## src/rtl/bmc_pkg.sv

```systemverilog
// Shared types and interval classification for the biphase-mark receiver.
package bmc_pkg;

  typedef enum logic [1:0] {HUNT, BIT_START, MID_ONE} rx_state_t;
  typedef enum logic [1:0] {IV_SHORT, IV_LONG, IV_BAD} ival_t;

  // SHORT and LONG windows never overlap because TOL < HALF_CYCLES/2.
  function automatic ival_t classify(input int unsigned cnt,
                                     input int unsigned half_cycles,
                                     input int unsigned tol);
    if (cnt >= half_cycles - tol && cnt <= half_cycles + tol) return IV_SHORT;
    if (cnt >= 2 * half_cycles - tol && cnt <= 2 * half_cycles + tol) return IV_LONG;
    return IV_BAD;
  endfunction

endpackage

```

## src/rtl/bmc_receiver_if.sv

```systemverilog
// Line input and decoded-bit/status outputs of the BMC receiver.
interface bmc_receiver_if;
  logic din;
  logic dout;
  logic dout_valid;
  logic locked;
  logic err;

  modport master (output din, input dout, input dout_valid, input locked, input err);
  modport slave  (input din, output dout, output dout_valid, output locked, output err);
endinterface

```

## src/rtl/bmc_sync_edge.sv

```systemverilog
// Two-flop synchroniser plus history flop; flags any level change of the synchronised input.
module bmc_sync_edge (
  input  logic clk,
  input  logic rst,
  input  logic din,
  output logic edge_pulse
);

  logic s1, s2, s3;

  always_ff @(posedge clk) begin
    if (rst) begin
      s1 <= 1'b0;
      s2 <= 1'b0;
      s3 <= 1'b0;
    end else begin
      s1 <= din;
      s2 <= s1;
      s3 <= s2;
    end
  end

  assign edge_pulse = s2 ^ s3;

endmodule

```

## src/rtl/bmc_receiver.sv

```systemverilog
// Biphase-mark line decoder: measures edge spacing and recovers bits, lock and error status.
module bmc_receiver
  import bmc_pkg::*;
#(
  parameter int unsigned HALF_CYCLES = 8,
  parameter int unsigned TOL         = 2
) (
  input  logic           clk,
  input  logic           rst,
  bmc_receiver_if.slave  bus
);

  localparam int unsigned LongMax = 2 * HALF_CYCLES + TOL;
  localparam int unsigned CntW    = $clog2(LongMax + 2);
  localparam logic [CntW-1:0] CntSat = CntW'(LongMax + 1);

  logic            edge_pulse;
  logic [CntW-1:0] cnt;
  ival_t           ival;
  rx_state_t       state;

  bmc_sync_edge u_sync (
    .clk        (clk),
    .rst        (rst),
    .din        (bus.din),
    .edge_pulse (edge_pulse)
  );

  // cnt holds the length of the interval that an edge in this cycle closes.
  always_ff @(posedge clk) begin
    if (rst) begin
      cnt <= '0;
    end else if (edge_pulse) begin
      cnt <= CntW'(1);
    end else if (cnt != CntSat) begin
      cnt <= cnt + 1'b1;
    end
  end

  always_comb ival = classify(32'(cnt), HALF_CYCLES, TOL);

  always_ff @(posedge clk) begin
    if (rst) begin
      state          <= HUNT;
      bus.dout       <= 1'b0;
      bus.dout_valid <= 1'b0;
      bus.locked     <= 1'b0;
      bus.err        <= 1'b0;
    end else begin
      bus.dout_valid <= 1'b0;
      bus.err        <= 1'b0;
      if (edge_pulse) begin
        unique case (state)
          HUNT: begin
            // Only a full-bit interval is unambiguous: it can only be a 0.
            if (ival == IV_LONG) begin
              bus.dout       <= 1'b0;
              bus.dout_valid <= 1'b1;
              bus.locked     <= 1'b1;
              state          <= BIT_START;
            end
          end
          BIT_START: begin
            unique case (ival)
              IV_LONG: begin
                bus.dout       <= 1'b0;
                bus.dout_valid <= 1'b1;
              end
              IV_SHORT: state <= MID_ONE;
              default: begin
                bus.err    <= 1'b1;
                bus.locked <= 1'b0;
                state      <= HUNT;
              end
            endcase
          end
          MID_ONE: begin
            if (ival == IV_SHORT) begin
              bus.dout       <= 1'b1;
              bus.dout_valid <= 1'b1;
              state          <= BIT_START;
            end else begin
              bus.err    <= 1'b1;
              bus.locked <= 1'b0;
              state      <= HUNT;
            end
          end
          default: begin
            bus.locked <= 1'b0;
            state      <= HUNT;
          end
        endcase
      end else if (state != HUNT && cnt == CntSat) begin
        // Line went quiet for longer than any legal interval.
        bus.err    <= 1'b1;
        bus.locked <= 1'b0;
        state      <= HUNT;
      end
    end
  end

endmodule
```

## src/flat_wrapper.sv

```systemverilog
// flat-port wrapper written by rule: the top's interface ports become plain ports
module bmc_receiver_flat import bmc_pkg::*;
#(
  parameter int unsigned HALF_CYCLES = 8,
  parameter int unsigned TOL         = 2
)
  (clk, rst, bus_din, bus_dout, bus_dout_valid, bus_locked, bus_err);
  bmc_receiver_if bus_i ();
  input  logic clk;
  input  logic rst;
  input wire logic [$bits(bus_i.din)-1:0] bus_din;
  output wire logic [$bits(bus_i.dout)-1:0] bus_dout;
  output wire logic [$bits(bus_i.dout_valid)-1:0] bus_dout_valid;
  output wire logic [$bits(bus_i.locked)-1:0] bus_locked;
  output wire logic [$bits(bus_i.err)-1:0] bus_err;
  assign bus_i.din = bus_din;
  assign bus_dout = bus_i.dout;
  assign bus_dout_valid = bus_i.dout_valid;
  assign bus_locked = bus_i.locked;
  assign bus_err = bus_i.err;
  bmc_receiver #(.HALF_CYCLES(HALF_CYCLES), .TOL(TOL)) u_core (.clk(clk), .rst(rst), .bus(bus_i));
endmodule
```

## config.mk

```make
export PLATFORM = sky130hd
export DESIGN_NAME = bmc_receiver_flat
export DESIGN_NICKNAME = d
export VERILOG_FILES = /design/src/rtl/bmc_pkg.sv /design/src/rtl/bmc_receiver_if.sv /design/src/rtl/bmc_sync_edge.sv /design/src/rtl/bmc_receiver.sv /design/src/flat_wrapper.sv
export SDC_FILE = /design/constraint.sdc
export NUM_CORES = 1
export LEC_CHECK = 0
export ABC_AREA = 1
export CELL_PAD_IN_SITES_DETAIL_PLACEMENT = 1
export CELL_PAD_IN_SITES_GLOBAL_PLACEMENT = 2
export CORE_UTILIZATION = 34
export CTS_BUF_LIST = sky130_fd_sc_hd__clkbuf_8
export DETAILED_ROUTE_END_ITERATION = 7
export HOLD_SLACK_MARGIN = 0.02
export PLACE_DENSITY_LB_ADDON = 0.1
export SLEW_MARGIN = 20
export SYNTH_ARGS = -nofsm -noshare
export SYNTH_HDL_FRONTEND = slang
export SYNTH_SLANG_ARGS = --single-unit
```

## constraint.sdc

```tcl
create_clock -name clk -period 2.68 [get_ports clk]
set_clock_uncertainty 0.2 [all_clocks]
set_input_delay 0.402 -clock clk [delete_from_list [all_inputs] [get_ports clk]]
set_output_delay 0.402 -clock clk [all_outputs]
set_load 0.03 [all_outputs]
```

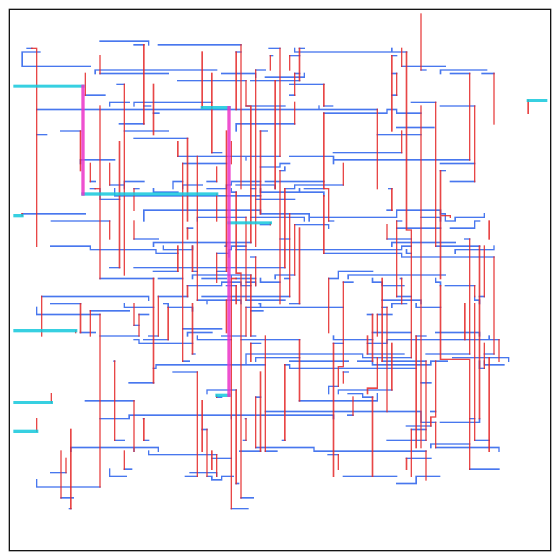
**Above:** routed metal, one colour a layer.
- metal 2: red (wire length 906 um)
- metal 3: cyan (wire length 40.3 um)
- metal 1: blue (wire length 933 um)
- metal 4: magenta (wire length 37.4 um)
total wire length after detailed routing: 1920 um
overall global routing resource usage: 17.7%
Via Count: 781
average detailed-routed wire length per instance: 11.8 um

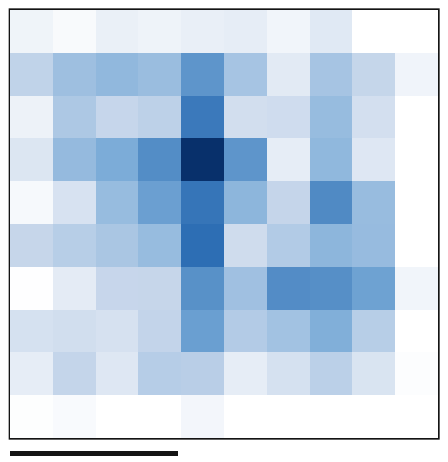
**Above:** routed metal per tile.
Bar = 20 um. 10 x 10 tiles, from white (low) to dark blue (high), scaled to the fullest tile. Values are wire area over tile area, all layers added.
- densest ninth of the die: centre
- emptiest ninth of the die: lower left
- fullest tile: 0.44

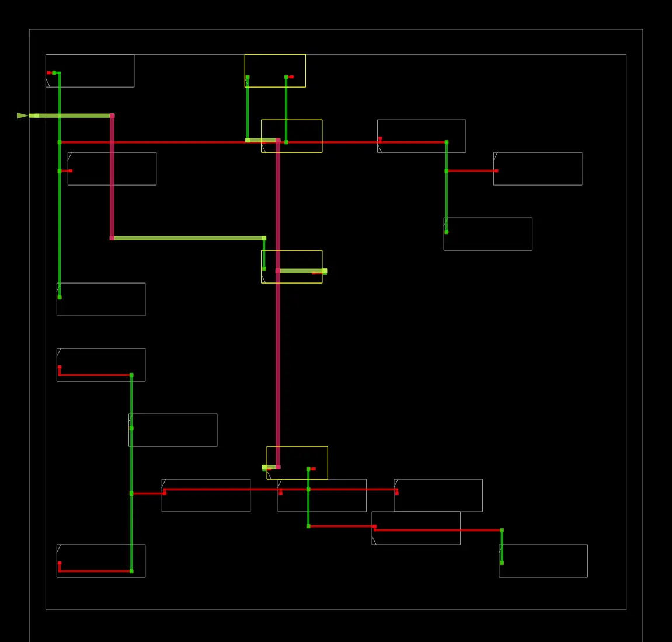
**Above:** the clock network.
clk_lat worst skew: 0.25 ns
cts bufs inserted: 3
TritonCTS sink count: 14
number of clock buffers in the layout: 4
layout sequential cell count: 14

==> results.txt <==
run results: startpoint types=flip-flop, utilization of the core after routing=roughly 43%, Setup CP Type=flip-flop to flip-flop, post-synthesis average cell area=approximately 6.5 um^2, clock transition at the registers of the reported paths=roughly 0.06 ns, signed area change from the synthesized netlist to the final layout=18.3%, antenna violations before repair=0, Post-CTS Resized=0, CTS Hold Buffers Added=0, antenna fix cells=0, proportion of power drawn by the clock network=between 40% and 50%, Hold Startpoint=u_core.u_sync.s1$_SDFF_PP0_, Worst Path Arrival=about 1.8 ns, total I/O pin count=7, Pins Over Slew Limit=0, final worst-path cycle share=approximately 71%, share of total power consumed by net switching=23.0%, DRC violation total after the first TritonRoute iteration=5, # rows=17, Overall Power=around 460 uW, most instantiated logic cells after routing=29 x nand2_1, 19 x nor2_1, 18 x inv_1, 14 x dfxtp_1, 9 x nand3_1, termination of the worst setup path=u_core.bus.locked$_SDFFE_PP0P_, result of the run=completed, Max FO, Critical Path=7, setup fix buffers added after clock tree synthesis=0, CTS tree=yes, destination of the worst register-to-register timing path=u_core.bus.locked$_SDFFE_PP0P_, internal power component=approximately 360 uW, area of the die=about 2600 um^2, setup repair after global routing missed its margin=false, Hold Path Class=flip-flop to flip-flop, sum of net half-perimeters after detailed placement=between 1500 and 2000 um, die width=51.1 um, headroom to the max-slew limit=around four fifths, actual slew at the worst max-slew pin=slightly above 0.3 ns, number of warnings in the stage logs=30, # DRC=0, logic depth of the worst register-to-register path=10, final weighted congestion in routability-driven placement=0.792, share of synthesized area occupied by flip-flops and latches=34.3%, number of failing setup endpoints in the final timing report=0, part of the power in combinational logic=~7.3%, remaining global-route overflow=0, number of nets at floorplan=between 100 and 150, wire length of the first global-routing pass=about 3400 um, Leak=around 0.00044 uW, router iterations before antenna repair=4, Cell Count Post-Placement=~160, clock root buffer=clkbuf_8, via count of the first global-routing pass=about 800, kind of end point of the critical path=flip-flop, synth warn=0, cell count after synthesis=about 130, Synth cell types=19, Critical Path Source=u_core.cnt[1]$_SDFFE_PP0P_, Detail Route Antenna Nets=0, worst vdd ir=246 uV, yosys-reported design area after synthesis=about 820 um^2, share of post-route cells with drive strength above 1=between 9 and 10%, Synth flops=14, initial core utilization=between 30% and 40%, final hold viol count=0, Non-Filler Instances=roughly 160, largest net degree at the start of global routing=10, Sum Neg Setup Slack=0 ns, launch point of the worst reg-to-reg path=u_core.cnt[1]$_SDFFE_PP0P_, Pwr per Cell Area=between 400 and 500 nW/um^2, worst hold slack=0.206 ns, cell area after synthesis=818 um^2, Longest Clk Path Bufs=2, IO buf count=6, yosys stat cell total=125, placeable core region=2230 um^2, Switch Pwr=~110 uW, post-route minimum period=1.90 ns, most frequent logic cell in the layout=nand2_1, required time worst endpoint=~2.6 ns, total number of H-tree levels=1, Fmax achieved=about 530 MHz, vertical die dimension=51.1 um, routed via count divided by cell count=between 4 and 5, # Max-Cap Violations=0, number of nets in the layout=~150, relative contribution of sequential cells to total power=between 40% and 50%, r2r setup slk=around 0.78 ns
-- Yosys cell counts, drive strengths merged --
cell type,number,area [um^2]
nand2,31,121
nor2,22,90.1
nand3,9,45.0
a211oi,1,7.51
a21boi,1,7.51
clkinv,1,3.75
o21ai,8,43.8
nand4,2,12.5
ha,6,75.1
inv,20,75.1
o211ai,1,7.51
a21oi,9,48.8
dfxtp,14,280
-- metrics by stage --
step	worst slack [ns]	area, um^2
after detailed placement	0.774	913
after floorplan	0.984	818
after global routing	0.520	968
after global placement	0.839	913
final	0.784	968
after CTS	0.754	968
-- area by class of cell --
cell class                 instances  area (um^2)
multi-input combinational         90          459
clock buffer                       4         55.1
fill                             303         1260
timing repair buffer               6         60.1
tap                               28         35.0
inverter                          21         78.8
sequential                        14          280
-- flip-flops by register name, indices dropped and copies added (netlist names) --
signal	flops
u_core.bus.dout_valid	1
u_core.bus.dout	1
u_core.u_sync.s1	1
u_core.cnt	5
u_core.bus.err	1
u_core.bus.locked	1
u_core.u_sync.s3	1
u_core.state	2
u_core.u_sync.s2	1
-- power by group through the flow --
stage / Sequential, uW / Combinational, uW / Clock (uW)
finish: 220 / 33.9 / 209
global route: 221 / 39.1 / 225
CTS: 220 / 34.9 / 216
detailed placement: 225 / 34.6 / 0
global placement: 225 / 33.4 / 0
floorplan: 223 / 23.5 / 0
-- worst min path at each step --
stage | to | slack [ns] | depth (start not counted)
after floorplan | u_core.u_sync.s2$_SDFF_PP0_ | 0.19 | 2
after global placement | u_core.u_sync.s2$_SDFF_PP0_ | 0.19 | 2
after detailed placement | u_core.u_sync.s2$_SDFF_PP0_ | 0.20 | 2
after CTS | u_core.u_sync.s2$_SDFF_PP0_ | 0.21 | 2
after global routing | u_core.u_sync.s2$_SDFF_PP0_ | 0.24 | 2
final | u_core.u_sync.s2$_SDFF_PP0_ | 0.21 | 2
-- worst max-delay path, cell delays in order (launching register included) --
cell and delay (ns):
dfxtp_1 0.43, ha_1 0.23, inv_1 0.05, nor2_1 0.14, nand2_2 0.12, o21ai_2 0.20, inv_1 0.06, a21oi_1 0.16
nand3_1 0.09, nand2_1 0.06, nor2_1 0.05
-- per-layer routing --
| layer | wire length, um | vias to the layer above | GRT usage, % |
|---|---|---|---|
| li1 | - | 418 | - |
| met1 | 932 | 349 | 20.8 |
| met2 | 905 | 9 | 30.9 |
| met3 | 40 | 5 | 2.68 |
| met4 | 37 | 0 | 8.33 |
| met5 | 0 | - | 0 |
-- cells by family after synthesis --
group,synth area share (%)
simple gates,32.9
compound gates,14.1
flops,34.3
fa+ha+maj,9.17
buf+inv,9.63
No activity file was given, so power comes from the tool's default toggle rates.
